Fig. 1: cell placement
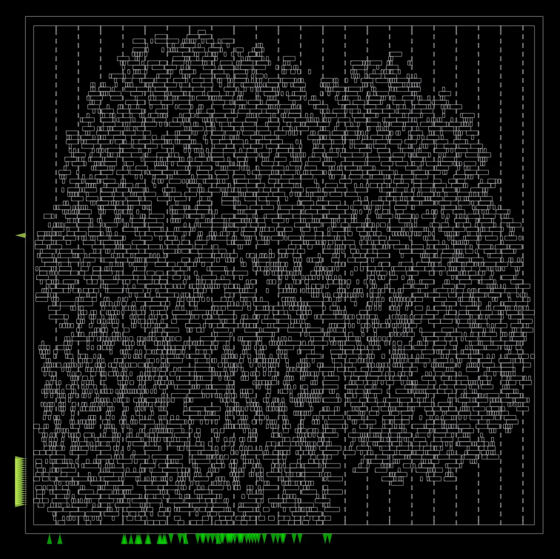
Fig. 2: signal metal coverage by tile
(1 px per um) 32 x 32 tiles, from dark purple (low) to yellow (high), scaled to the fullest tile. Values are wire area over tile area, all layers added.
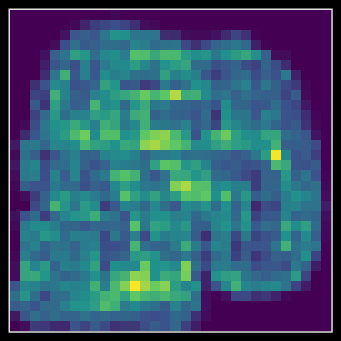
Fig. 3: floorplan with the power grid
(1.5 px per um) Pins as bars on the die edge.
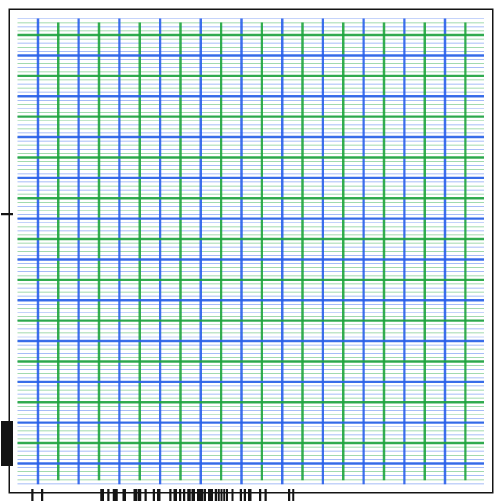
Fig. 4: zoomed window
Window x 136 to 186, y 200 to 250 um. Cells in gray, sequential cells in the stronger gray; small squares are vias.
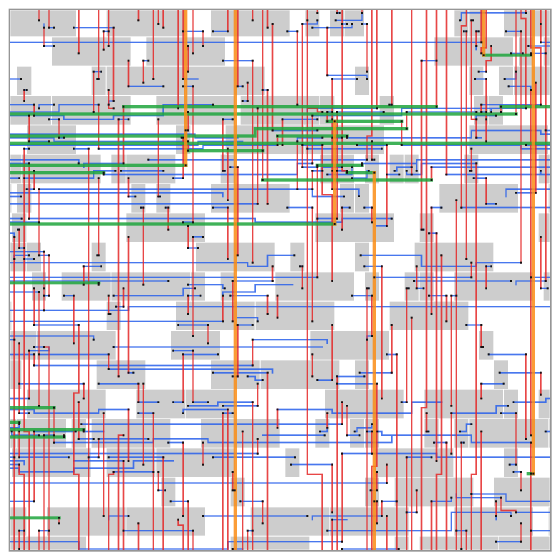
<file path="config.mk">
export PLATFORM = sky130hd
export DESIGN_NAME = activation_pipe
export DESIGN_NICKNAME = d
export VERILOG_FILES = /design/src/rtl/activation_pipe.sv
export SDC_FILE = /design/constraint.sdc
export NUM_CORES = 2
export LEC_CHECK = 0
export ABC_AREA = 1
export CORE_MARGIN = 5
export CORE_UTILIZATION = 40
export CTS_CLUSTER_DIAMETER = 200
export CTS_CLUSTER_SIZE = 14
export DETAILED_ROUTE_END_ITERATION = 7
export PLACE_DENSITY_LB_ADDON = 0.15
export SLEW_MARGIN = 20
export SYNTH_ARGS = -nofsm -noshare
export SYNTH_HDL_FRONTEND = slang
export SYNTH_SLANG_ARGS = --single-unit
</file>
<file path="constraint.sdc">
create_clock -name clk -period 13.27 [get_ports clk]
set_input_delay 1.9905 -clock clk [delete_from_list [all_inputs] [get_ports clk]]
set_output_delay 1.9905 -clock clk [all_outputs]
set_load 0.02 [all_outputs]
</file>
<file path="src/rtl/activation_pipe.sv">
// Three-stage fixed-point activation unit (sigmoid, tanh, ReLU, identity) with a
// valid/ready stream interface; the whole pipeline advances or holds as one.
module activation_pipe #(
    parameter int WIDTH = 32,
    parameter int FL    = 24
) (
    input  logic             clk,
    input  logic             rst,
    input  logic             in_valid,
    output logic             in_ready,
    input  logic [1:0]       in_mode,
    input  logic [WIDTH-1:0] a,
    output logic             out_valid,
    input  logic             out_ready,
    output logic [WIDTH-1:0] y
);

    typedef enum logic [1:0] {
        M_SIG  = 2'd0,
        M_TANH = 2'd1,
        M_RELU = 2'd2,
        M_ID   = 2'd3
    } mode_t;

    localparam logic [WIDTH-1:0] ONE  = WIDTH'(1) << FL;
    localparam logic [WIDTH-1:0] FOUR = ONE << 2;

    logic adv;

    logic             v1, v2;
    mode_t            mode1, mode2;
    logic [WIDTH-1:0] a1, a2;
    logic             neg1, neg2;
    logic [WIDTH-1:0] u1, sq2;

    logic [WIDTH-1:0] xs;
    logic [WIDTH:0]   mag;
    logic [WIDTH-1:0] m_n, u_n;
    logic             neg_n;
    logic [WIDTH-1:0] sq_n;
    logic [WIDTH-1:0] s_n, sig_n, y_n;

    assign adv      = !out_valid || out_ready;
    assign in_ready = adv;

    // S1: scale for tanh (saturating), take sign and clamped magnitude
    always_comb begin
        xs = a;
        if (mode_t'(in_mode) == M_TANH) begin
            if (a[WIDTH-1] != a[WIDTH-2])
                xs = a[WIDTH-1] ? {1'b1, {(WIDTH-1){1'b0}}} : {1'b0, {(WIDTH-1){1'b1}}};
            else
                xs = {a[WIDTH-2:0], 1'b0};
        end
        neg_n = xs[WIDTH-1];
        // one extra bit so the most-negative word has a representable magnitude
        mag   = neg_n ? -{1'b1, xs} : {1'b0, xs};
        m_n   = (mag >= {1'b0, FOUR}) ? FOUR : mag[WIDTH-1:0];
        u_n   = ONE - (m_n >> 2);
    end

    // S2: square in double width, truncate back to Q format
    always_comb begin
        sq_n = WIDTH'(({{WIDTH{1'b0}}, u1} * {{WIDTH{1'b0}}, u1}) >> FL);
    end

    // S3: fold the half-parabola back into sigmoid/tanh, or pass a through
    always_comb begin
        s_n   = ONE - (sq2 >> 1);
        sig_n = neg2 ? (ONE - s_n) : s_n;
        y_n   = a2;
        case (mode2)
            M_SIG:  y_n = sig_n;
            M_TANH: y_n = (sig_n << 1) - ONE;
            M_RELU: y_n = a2[WIDTH-1] ? '0 : a2;
            M_ID:   y_n = a2;
            default: y_n = a2;
        endcase
    end

    always_ff @(posedge clk or negedge rst) begin
        if (!rst) begin
            v1        <= 1'b0;
            v2        <= 1'b0;
            out_valid <= 1'b0;
            mode1     <= M_SIG;
            mode2     <= M_SIG;
            a1        <= '0;
            a2        <= '0;
            neg1      <= 1'b0;
            neg2      <= 1'b0;
            u1        <= '0;
            sq2       <= '0;
            y         <= '0;
        end else if (adv) begin
            v1        <= in_valid;
            mode1     <= mode_t'(in_mode);
            a1        <= a;
            neg1      <= neg_n;
            u1        <= u_n;

            v2        <= v1;
            mode2     <= mode1;
            a2        <= a1;
            neg2      <= neg1;
            sq2       <= sq_n;

            out_valid <= v2;
            y         <= y_n;
        end
    end

endmodule

</file>
==> deck_impl_summary.md <==
Physical Implementation Snapshot

Worst setup path
  • CP endpoint: sq2[31]
  • CP peak stage delay: 0.92 ns
  • CP Class: reg -> reg
  • WP buf/inv: 6
  • R2R setup slack: 4.74 ns
  • Worst setup SP type: flop
  • Critical path fanouts, max: 17
  • R2r endpoint: sq2[31]
  • Crit-path slowest cell: dfrtp_1
  • WP depth: 27
  • Required @ worst endpoint: 13.56 ns
  • Most frequent CP cell: fa_1
  • Crit path from: u1[19]
  • Top delay family on crit path: adder cells
  • Reg2Reg Depth: 27
  • R2R Path Start: u1[19]
  • Critical Path Sink Type: flop
  • WP data arrival: 8.82 ns

STA
  • Setup-failing EPs final: 0
  • Final Max Tran Viols: 0
  • Final worst path period share: 0.643
  • Clk_skew: 0.0168 ns
  • Fin crit period: 8.53 ns
  • Unrepaired setup endpoints after global routing: false
  • WHS: 0.466 ns
  • Setup ws final: 4.74 ns
  • Slew headroom: 0.328
  • Transition time of the tightest slew-check pin: 1.01 ns
  • Hold Vio Cnt, Final: 0
  • Fmax: 0.117 GHz
  • TNS Setup: 0 ns

Min path
  • HP Class: reg -> reg
  • Worst Hold Depth: 2
  • Worst Hold Launch: v2
  • Hold Path End: out_valid

Global route
  • Vias in the first global route: 31.6k
  • Grt total ovfl: 0
  • Initial antenna violation count: 1
  • Total track usage: 0.219
  • Largest net degree at the start of global routing: 190
  • First-pass GRT wire length: 178,000 um

Synthesis
  • Synth Seq Share: 0.108
  • Post-synth regs: 167
  • Async SR Flop Fraction: 1.00
  • Yosys cell count: 4,971
  • Synthesized net count: 6,030
  • Post-synth EDFFs: 0
  • Gate Count Post-Synth: 4,971
  • Ys flop type: dfrtp_1
  • YS warnings: 0
  • Mean area per synthesized cell: 7.80 sq um
  • Synthesized cell area: 38,800 sq um
  • Yosys synthesis chip area: 38,800 sq um
  • Library cells used by synthesis: 52

Final layout
  • Multi-input logic portion of the cell area: 0.693
  • Ant. Diodes: 0
  • Clk_buf instances: 18
  • P&R area growth vs syn: 6.52%
  • Final net count: 5,999
  • Most numerous logic cell after layout: inv_1
  • Finished Layout Cells: 6,228
  • Flop count: 167
  • Clk tree area frac: 0.0138
  • Logic area: 28,600 sq um
  • Sequential cell area share: 0.101
  • Non-clock buffer share: 0.0250
  • Area-dominant class: multi-input combinational cells
  • Non-CTS inverters: 1,408
  • Filler cells: 10.1k
  • Dominant logic cell types in the final layout: inv_1, nand2_1, fa_1
  • Sequential cell area: 4180 sq um
  • #MultiIn Comb: 3,234
  • Share of layout cells above drive strength 1: 0.0291
  • Non-clk bufs: 112

Floorplanning
  • Core ar.: 96,400 sq um
  • FP Util: 0.402
  • Io pins: 72
  • Die Ht: 321 um
  • Die area: 103,000 sq um
  • Die width: 321 um
  • Tap cells: 1,276

Flow run
  • Tool warnings: 46
  • Max Cap Violations: 0

Routing
  • Final ANT Viol Nets: 0
  • Iteration-0 DRC Markers: 1,792
  • Post-DR vias/cell: 4.77
  • WL/cell: 17.6 um
  • Drc violations: 0
  • DR vias: 29.7k
  • Pre-Repair DR Iteration Count: 7
  • Final wirelength: 110,000 um

Clock tree
  • H-tree Lvls: 4
  • Clock Tree Root: clkbuf_16
  • Cts bufs inserted: 17
  • Clk ins delay skew pair: 0.45 ns
  • Hold-fix buffers at CTS: 0
  • CTS tree: built
  • Clk buf depth: 2
  • Post_cts resized: 0
  • CTS clk-pin slew, worst paths: 0.08 ns
  • Sink Count: 167
  • Post-CTS Setup Repair Bufs: 0

Placement
  • GP Congestion: 0.902
  • Buffers added on ports: 71
  • Cell count after placement: 6,197
  • Pre-CTS setup slack: 4.84 ns
  • Post-DP HPWL: 88,300 um

Status
  • Run status: complete, no violations
Back to the opening pictures, Fig. 1:
fin util: 0.428
# rows: 114

Back to the opening pictures, Fig. 2:
emptiest ninth of the die	top right
fullest tile	0.52
mean over tiles	0.17

Back to the opening pictures, Fig. 3:
net	color
VSS	blue
VDD	green
rows	114
met4 straps	22
met1 rails	115

Back to the opening pictures, Fig. 4:
layer	color
met3	green
met1	blue
met2	red
met4	orange
most frequent	fa_1 (46), inv_1 (45), ha_1 (12)
cells with their middle in the window	118
sequential cells in the window	0

kinds of logic after synthesis:
logic type / share of synthesized area
fa+ha+maj: 0.479
xor+xnor: 0.0230
simple gates: 0.176
buf+inv: 0.154
flops: 0.108
compound gates: 0.0606
sequential cells by signal, summed over array words and instances, names as in the netlist, 2 cells and up:
register,count
y,32
u1,31
mode1,2
a1,32
a2,32
mode2,2
sq2,31
through the flow:
stage	area, sq um	utilization
after detailed placement	40700	0.422
after global routing	41300	0.428
after CTS	41300	0.428
after global placement	40700	0.422
final	41300	0.428
after floorplan	38800	-
cells in the mapped netlist (4+ instances only):
cell      instances  area, sq um
o21bai_1         16          120
inv_2             6         22.5
buf_6             6         67.6
o21ai_1          20          100
a31oi_1          11         68.8
nor2_4            5         56.3
a31o_2            4         35.0
o211ai_1          4         30.0
a21oi_1         121          606
fa_1            770        15400
a221oi_1          4         35.0
o21a_1            6         45.0
nand3_2           6         60.1
nand2_1        1219         4580
nor2_2           11         68.8
a21oi_2           9         78.8
nand4_1          30          188
dfrtp_1         167         4180
inv_1          1394         5230
a21o_1            9         67.6
buf_1            18         67.6
or2_2            17          106
o22ai_1          11         68.8
xnor2_1          36          315
clkinv_1          8         30.0
clkbuf_1        124          465
nor4_1            8         50.1
o21ai_0         184          921
nand2_2           6         37.5
xor2_1           66          578
nand3b_1          4         30.0
a22oi_1           7         52.6
nor3_1            9         45.0
ha_1            251         3140
nor2_1          238          893
buf_4             5         37.5
nand3_1         135          676
buf_2             9         45.0
per-layer routing:
metal	part of all wire	vias to the layer above	track usage
li1	-	14300	-
met1	0.45	14700	0.305
met2	0.48	582	0.371
met3	0.049	121	0.0283
met4	0.021	0	0.0427
met5	0	-	0
